File: src/rtl/gol_sched_pkg.sv
// Shared types and constants for the Game-of-Life update scheduler.
// Holds the scheduler state encoding, default widths and overrun-counter helpers.
package gol_sched_pkg;

    localparam int SPEED_W_DEF = 4;
    localparam int GEN_W_DEF   = 16;
    localparam int OVR_W       = 8;
    localparam logic [OVR_W-1:0] OVR_MAX = 8'hFF;

    typedef enum logic [1:0] {
        ST_IDLE      = 2'd0,
        ST_START     = 2'd1,
        ST_BUSY      = 2'd2,
        ST_SWAP_WAIT = 2'd3
    } sched_state_e;

    // Saturating increment so a badly stalled engine never wraps the count back to zero.
    function automatic logic [OVR_W-1:0] ovr_inc(input logic [OVR_W-1:0] v);
        return (v == OVR_MAX) ? v : v + 8'd1;
    endfunction

endpackage

File: src/rtl/gol_frame_tick.sv
// Registered end-of-frame detector: one pulse the cycle after the last active pixel.
module gol_frame_tick #(
    parameter int H_ACTIVE = 640,
    parameter int V_ACTIVE = 480
) (
    input  logic                        clk_i,
    input  logic                        rst_i,
    input  logic [$clog2(H_ACTIVE)-1:0] x_i,
    input  logic [$clog2(V_ACTIVE)-1:0] y_i,
    input  logic                        active_i,
    output logic                        frame_end_o
);

    localparam int XW = $clog2(H_ACTIVE);
    localparam int YW = $clog2(V_ACTIVE);

    logic last_pixel_s;
    logic frame_end_q;

    assign last_pixel_s = active_i && (x_i == XW'(H_ACTIVE - 1)) && (y_i == YW'(V_ACTIVE - 1));

    // Register the last-pixel match so the pulse lands in blanking, one cycle late.
    always_ff @(posedge clk_i or posedge rst_i) begin
        if (rst_i) begin
            frame_end_q <= 1'b0;
        end else begin
            frame_end_q <= last_pixel_s;
        end
    end

    assign frame_end_o = frame_end_q;

endmodule

File: src/rtl/gol_update_scheduler.sv
// Schedules Game-of-Life generation updates against the VGA raster and swaps
// the double-buffered cell memory only at end of frame.
module gol_update_scheduler
    import gol_sched_pkg::*;
#(
    parameter int H_ACTIVE = 640,
    parameter int V_ACTIVE = 480,
    parameter int SPEED_W  = SPEED_W_DEF,
    parameter int GEN_W    = GEN_W_DEF
) (
    input  logic                        pixelClk,
    input  logic                        rst,
    input  logic [$clog2(H_ACTIVE)-1:0] xPos,
    input  logic [$clog2(V_ACTIVE)-1:0] yPos,
    input  logic                        pixelActive,
    input  logic                        run,
    input  logic                        step,
    input  logic [SPEED_W-1:0]          speed,
    input  logic                        updDone,
    output logic                        updStart,
    output logic                        dispBuf,
    output logic                        busy,
    output logic [GEN_W-1:0]            genCount,
    output logic [OVR_W-1:0]            overrunCnt
);

    logic frame_end_s;
    logic trigger_s;
    logic consume_s;

    sched_state_e        state_q,        state_d;
    logic                step_pending_q, step_pending_d;
    logic [SPEED_W-1:0]  frame_cnt_q,    frame_cnt_d;
    logic                disp_buf_q,     disp_buf_d;
    logic [GEN_W-1:0]    gen_count_q,    gen_count_d;
    logic [OVR_W-1:0]    overrun_q,      overrun_d;
    logic                upd_start_q;
    logic                busy_q;

    gol_frame_tick #(
        .H_ACTIVE (H_ACTIVE),
        .V_ACTIVE (V_ACTIVE)
    ) u_frame_tick (
        .clk_i       (pixelClk),
        .rst_i       (rst),
        .x_i         (xPos),
        .y_i         (yPos),
        .active_i    (pixelActive),
        .frame_end_o (frame_end_s)
    );

    assign trigger_s = frame_end_s && (step_pending_q || (run && (frame_cnt_q >= speed)));

    // Next-state logic for the FSM, frame divider, step latch and counters.
    always_comb begin
        state_d     = state_q;
        frame_cnt_d = frame_cnt_q;
        disp_buf_d  = disp_buf_q;
        gen_count_d = gen_count_q;
        overrun_d   = overrun_q;
        consume_s   = 1'b0;

        case (state_q)
            ST_IDLE: begin
                if (trigger_s) begin
                    state_d     = ST_START;
                    frame_cnt_d = {SPEED_W{1'b0}};
                    consume_s   = 1'b1;
                end else if (frame_end_s && (frame_cnt_q != {SPEED_W{1'b1}})) begin
                    frame_cnt_d = frame_cnt_q + SPEED_W'(1'b1);
                end else begin
                    frame_cnt_d = frame_cnt_q;
                end
            end
            ST_START: begin
                state_d = ST_BUSY;
            end
            ST_BUSY: begin
                // A completion coinciding with frame end is on time, not an overrun.
                if (updDone) begin
                    state_d = ST_SWAP_WAIT;
                end else if (frame_end_s) begin
                    overrun_d = ovr_inc(overrun_q);
                end else begin
                    state_d = ST_BUSY;
                end
            end
            ST_SWAP_WAIT: begin
                if (frame_end_s) begin
                    disp_buf_d  = ~disp_buf_q;
                    gen_count_d = gen_count_q + GEN_W'(1'b1);
                    frame_cnt_d = {SPEED_W{1'b0}};
                    if (step_pending_q || (run && (speed == {SPEED_W{1'b0}}))) begin
                        state_d   = ST_START;
                        consume_s = 1'b1;
                    end else begin
                        state_d = ST_IDLE;
                    end
                end else begin
                    state_d = ST_SWAP_WAIT;
                end
            end
            default: begin
                state_d = ST_IDLE;
            end
        endcase

        // A step arriving as a pending request is consumed is dropped, not re-queued.
        if (consume_s) begin
            step_pending_d = step && !step_pending_q;
        end else begin
            step_pending_d = step_pending_q || step;
        end
    end

    // State and registered outputs; updStart/busy are decoded from the next state.
    always_ff @(posedge pixelClk or posedge rst) begin
        if (rst) begin
            state_q        <= ST_IDLE;
            step_pending_q <= 1'b0;
            frame_cnt_q    <= {SPEED_W{1'b0}};
            disp_buf_q     <= 1'b0;
            gen_count_q    <= {GEN_W{1'b0}};
            overrun_q      <= {OVR_W{1'b0}};
            upd_start_q    <= 1'b0;
            busy_q         <= 1'b0;
        end else begin
            state_q        <= state_d;
            step_pending_q <= step_pending_d;
            frame_cnt_q    <= frame_cnt_d;
            disp_buf_q     <= disp_buf_d;
            gen_count_q    <= gen_count_d;
            overrun_q      <= overrun_d;
            upd_start_q    <= (state_d == ST_START);
            busy_q         <= (state_d != ST_IDLE);
        end
    end

    assign updStart   = upd_start_q;
    assign dispBuf    = disp_buf_q;
    assign busy       = busy_q;
    assign genCount   = gen_count_q;
    assign overrunCnt = overrun_q;

endmodule

File: config.mk
export PLATFORM = sky130hd
export DESIGN_NAME = gol_update_scheduler
export DESIGN_NICKNAME = d
export VERILOG_FILES = /design/src/rtl/gol_sched_pkg.sv /design/src/rtl/gol_frame_tick.sv /design/src/rtl/gol_update_scheduler.sv
export SDC_FILE = /design/constraint.sdc
export NUM_CORES = 1
export LEC_CHECK = 0
export ABC_CLOCK_PERIOD_IN_PS = 1600
export CELL_PAD_IN_SITES_DETAIL_PLACEMENT = 1
export CELL_PAD_IN_SITES_GLOBAL_PLACEMENT = 1
export CORE_ASPECT_RATIO = 0.5
export CORE_MARGIN = 4
export CORE_UTILIZATION = 27
export CTS_BUF_LIST = sky130_fd_sc_hd__clkbuf_2
export CTS_CLUSTER_SIZE = 30
export DETAILED_ROUTE_END_ITERATION = 12
export PLACE_DENSITY_LB_ADDON = 0.1
export RECOVER_POWER = 50
export REMOVE_ABC_BUFFERS = 1
export SETUP_SLACK_MARGIN = 0.4
export SLEW_MARGIN = 20
export SYNTH_ARGS = -nofsm -noshare
export SYNTH_HDL_FRONTEND = slang
export SYNTH_SLANG_ARGS = --single-unit
File: constraint.sdc
create_clock -name pixelClk -period 1.6 [get_ports pixelClk]
set_input_delay 0.16 -clock pixelClk [delete_from_list [all_inputs] [get_ports pixelClk]]
set_output_delay 0.16 -clock pixelClk [all_outputs]
set_load 0.005 [all_outputs]
==> run summary, run 1 <==
Antenna violations before repair: 0
Largest net degree at the start of global routing: 36
Worst Path Buf+Inv: 1
Max frequency: 536.8 MHz
Clock Skews: 35.24 ps
Endpoint type of the worst setup path: flop
Combinational share of power: 41.5%
CTS H-tree depth: 2
First-pass GRT wire length: 9791 microns
Hold_sp: xPos[0]
Worst vdd ir: 0.0003325 V
Endpoints failing setup: 13
Seq. pwr: 979 uW
Grt ovf: 0
Yosys warnings: 0
Die height: 68.28 microns
Outcome: finished, violations left
Number of clock buffers inserted by TritonCTS: 5
Commonest Layout Cell: buf_4
Total of max-cap violations: 0
Reg2reg start: frame_cnt_q[3]
Yosys cell count: 179
Final nets: 360
Unique cell type count in the Yosys netlist: 47
Average cell area after synthesis: 10.96 sq um
FF-to-FF path depth: 6
Final Cycle Share: 116.4%
Cts hold-fix bufs: 0
Setup ws final: -262.8 ps
Wl on met1: 2671 microns
Area Growth Syn to Fin: 83.42%
Vias in the first global route: 2008
Routed len/inst: 14.75 microns
RePlAce Congestion: 0.7304
Failing checks: negative setup slack
Min-Delay Path Class: primary input to flop
EDFF count, synth: 0
Die width: 128.6 microns
Top Layer Used: met4
CP Depth: 6
Sw Share: 31.92%
Most frequent cell after synthesis: dfrtp_1
CTS tree: built
-- run 1: registers in the layout, indices dropped and copies added (netlist names) --
signal,flops
busy,1
dispBuf,1
frame_cnt_q,4
genCount,16
overrunCnt,8
state_q,2
step_pending_q,1
u_frame_tick.frame_end_o,1
updStart,1
-- run 1: metrics by stage --
step	worst slack (ps)	instances	TNS (ps)	area [sq um]
2_1_floorplan	-61.80	176	-184.1	1928
3_3_place_gp	-392.5	358	-2940	2869
3_5_place_dp	-483.2	358	-3608	2869
4_1_cts	-240.6	402	-1489	3388
5_1_grt	-334.0	413	-3025	3598
6_report	-262.8	413	-1650	3598
-- run 1: what timing repair did --
| action | 4_1_cts | 5_1_grt |
|---|---|---|
| resized | 175 | 25 |
| endpoints found under the setup margin | 61 | 52 |
| buffers inserted | 36 | 11 |
| pin swaps | 29 | 17 |
| hold endpoints to repair | 0 | 0 |
-- run 1: final timing paths --
check	slack [ps]	endpoint
setup / recovery	-260	busy
hold / removal	280	u_frame_tick.frame_end_o
setup reg to reg	-260	busy
hold reg to reg	560	genCount[13]
max in group asynchronous	530	frame_cnt_q[3]
min in group asynchronous	440	genCount[3]
-- run 1: cell type report --
type	count	area share [%]
flip-flops and latches	35	24.48
inverters	10	1.043
clock buffers	5	0.6954
multi-input cells	131	36.65
well taps	92	3.199
repair buffers	137	32.72
clock inverters	3	1.217
-- run 1: cell families (layout without fill, tap and decap cells) --
logic type | after synthesis | count (layout) | share of synthesized area (%)
compound gates | 27 | 27 | 12.69
xor+xnor | 23 | 23 | 10.27
fa+ha+maj | 11 | 11 | 7.015
buf+inv | 13 | 155 | 3.635
flops | 35 | 35 | 44.64
mux | 2 | 2 | 1.148
simple gates | 68 | 68 | 20.60
Figure 1. Placement view (run 1).
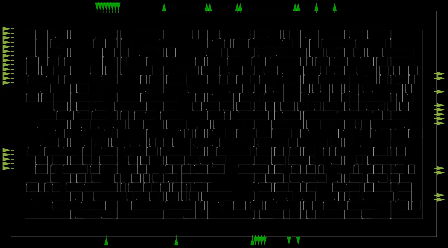
Taps Inserted: 92
core area: 6858 sq um

Figure 2. I/O nets highlighted (run 1).
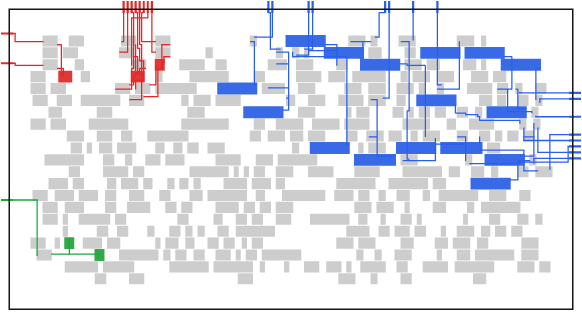
legend:
  red:
    port: xPos
    bits: 10
    direction: input
    end_cells: 3
    buffers: 10
    wire: 195 microns
  green:
    port: run
    bits: 1
    direction: input
    end_cells: 2
    buffers: 1
    wire: 33.3 microns
  blue:
    port: genCount
    bits: 16
    direction: output
    end_cells: 16
    buffers: 18
    wire: 508 microns
Ports: 56
# port buffers: 55

Figure 3. Metal layers overlaid (run 1).
Bar = 50 microns.
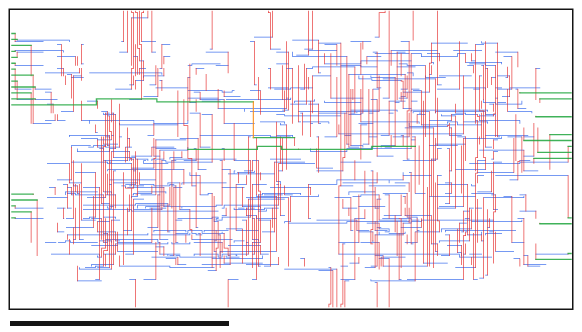
legend:
  red:
    layer: met2
    wire_length: 3170 microns
  green:
    layer: met3
    wire_length: 243 microns
  blue:
    layer: met1
    wire_length: 2670 microns
  orange:
    layer: met4
    wire_length: 8.20 microns
WL final: 6091 microns
gr usage total: 14.14%
vias: 1906

Figure 4. Pin placement (run 1).
Pins as bars across the die edge, other pins in gray.
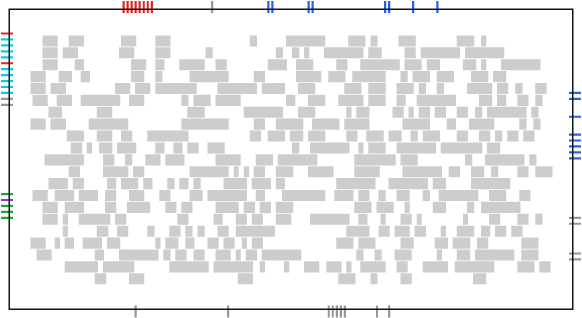

## Run 2: what changed since run 1
- CTS_CLUSTER_DIAMETER: unset -> 30
- GPL_TIMING_DRIVEN: unset -> 0
Figure 5. Pin placement (run 2).
Pins as bars across the die edge, other pins in gray.
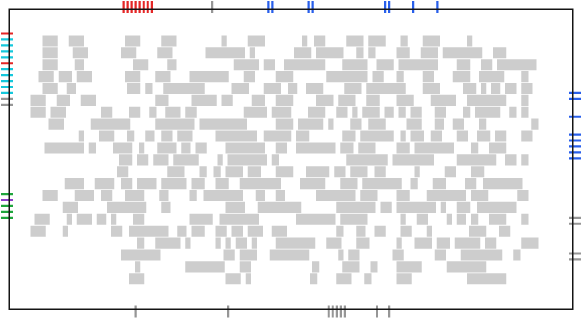
legend:
  red:
    port: xPos
    pins: 10
    direction: input
    edge: 8 top, 2 left
  blue:
    port: genCount
    pins: 16
    direction: output
    edge: 8 top, 8 right
  purple:
    port: run
    pins: 1
    direction: input
    edge: left
  green:
    port: speed
    pins: 4
    direction: input
    edge: left
  cyan:
    port: yPos
    pins: 9
    direction: input
    edge: left
all pins by edge: 18 left, 17 top, 12 right, 9 bottom
die height: 68.28 microns
die width: 128.6 microns

Figure 6. Clock network drawn from the DEF (run 2).
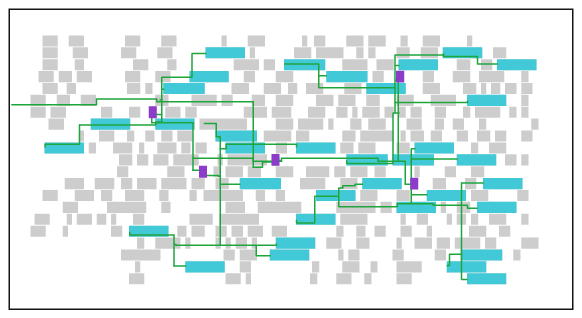
legend:
  purple:
    item: cells driving clock nets
    count: 5
  cyan:
    item: flip-flops
    count: 35
  green:
    item: clock wires
    length: 590 microns
routed clock nets: 6
Clk power: 616 uW
Clock Skews: 36.67 ps
Clock Latency Late Sink: 420 ps

==> run 2 against run 1 <==
Compared with the run above:
- utilization down 2.6 points
- global-route usage down 0.55 points
- combinational power down about 10%
- critical path depth down 1
- the flow still finishes with violations (negative setup slack)
- total power down 6.3%
- highest routed layer unchanged
- largest cell class unchanged
- clock power up 2%
- largest power group is now sequential cells
- die area unchanged
- non-clock buffer count down 22
- worst setup slack better by 94 ps
- synthesized cell count unchanged
==> run summary, run 2 <==
Outcome: finished, violations left
Failing checks: negative setup slack
Post-Place Worst Slack: -482.2 ps
Non-filler cells, final: 391
Nonclk inv count: 10
Vias in the first global route: 1937
Max frequency: 565.3 MHz
Endpoint type of the worst setup path: flop
Vias: 1803
Fin area: 3418 sq um
Comb gates: 131
Seq area share: 25.92%
FF-to-FF path depth: 5
Worst vdd ir: 0.0003258 V
CTS H-tree depth: 2
CP Depth: 5
Clock-cell share of area: 2.013%
WL final: 5791 microns
Core area: 6858 sq um
EDFF count, synth: 0
Data buffer area share: 28.62%
Grt ovf: 0
Yosys warnings: 0
Clkbuf count: 5
Most frequent cell after synthesis: dfrtp_1
Average cell area after synthesis: 10.96 sq um
Endpoints failing setup: 8
Setup ws final: -169.1 ps
Gr usage total: 13.59%
run 2: cell counts after synthesis:
Identical to the previous run, type by type.
run 2: metal layers:
metal	routed length, microns	track usage (%)	up-vias
li1	-	-	871
met1	2636	16.93	882
met2	2764	23.19	41
met3	328	4.521	9
met4	61	3.141	0
met5	0	0	-
run 2: per-stage QoR:
step,utilization [%],setup TNS (ps)
floorplan,-,-184.1
global placement,37.82,-15720
detailed placement,38.11,-5704
CTS,46.54,-672.4
global route,49.84,-1831
finish,49.84,-690.2
run 2: power by group:
part	internal [mW]	switching, mW	leakage (nW)
Sequential	0.932	0.0270	0.447
Combinational	0.505	0.452	1.17
Clock	0.264	0.352	0.0429
run 2: logic make-up (layout without fill, tap and decap cells):
logic type / after synthesis / count (layout) / synth area share (%)
flip-flops: 35 / 35 / 44.64
AND-OR/OR-AND: 27 / 27 / 12.69
XOR/XNOR: 23 / 23 / 10.27
AND/OR/NAND/NOR: 68 / 68 / 20.60
multiplexers: 2 / 2 / 1.148
buffers and inverters: 13 / 133 / 3.635
adder cells (fa/ha/maj): 11 / 11 / 7.015
run 2: repair_timing:
action,in CTS,in global routing
hold buffers,1,0
resized,171,32
buffers inserted,49,9
pin swaps,35,25
setup endpoints to repair,61,58
endpoints found under the hold margin,7,0
run 2: worst paths after layout:
| path | slack [ps] | start | end |
|---|---|---|---|
| setup / recovery | -170 | frame_cnt_q[2] | frame_cnt_q[3] |
| hold / removal | 270 | step | step_pending_q |
| setup reg to reg | -170 | frame_cnt_q[2] | frame_cnt_q[3] |
| hold reg to reg | 560 | overrunCnt[5] | overrunCnt[5] |
| max in group asynchronous | 110 | rst | u_frame_tick.frame_end_o |
| min in group asynchronous | 650 | rst | overrunCnt[7] |
Power is estimated from default activity; no workload was simulated.
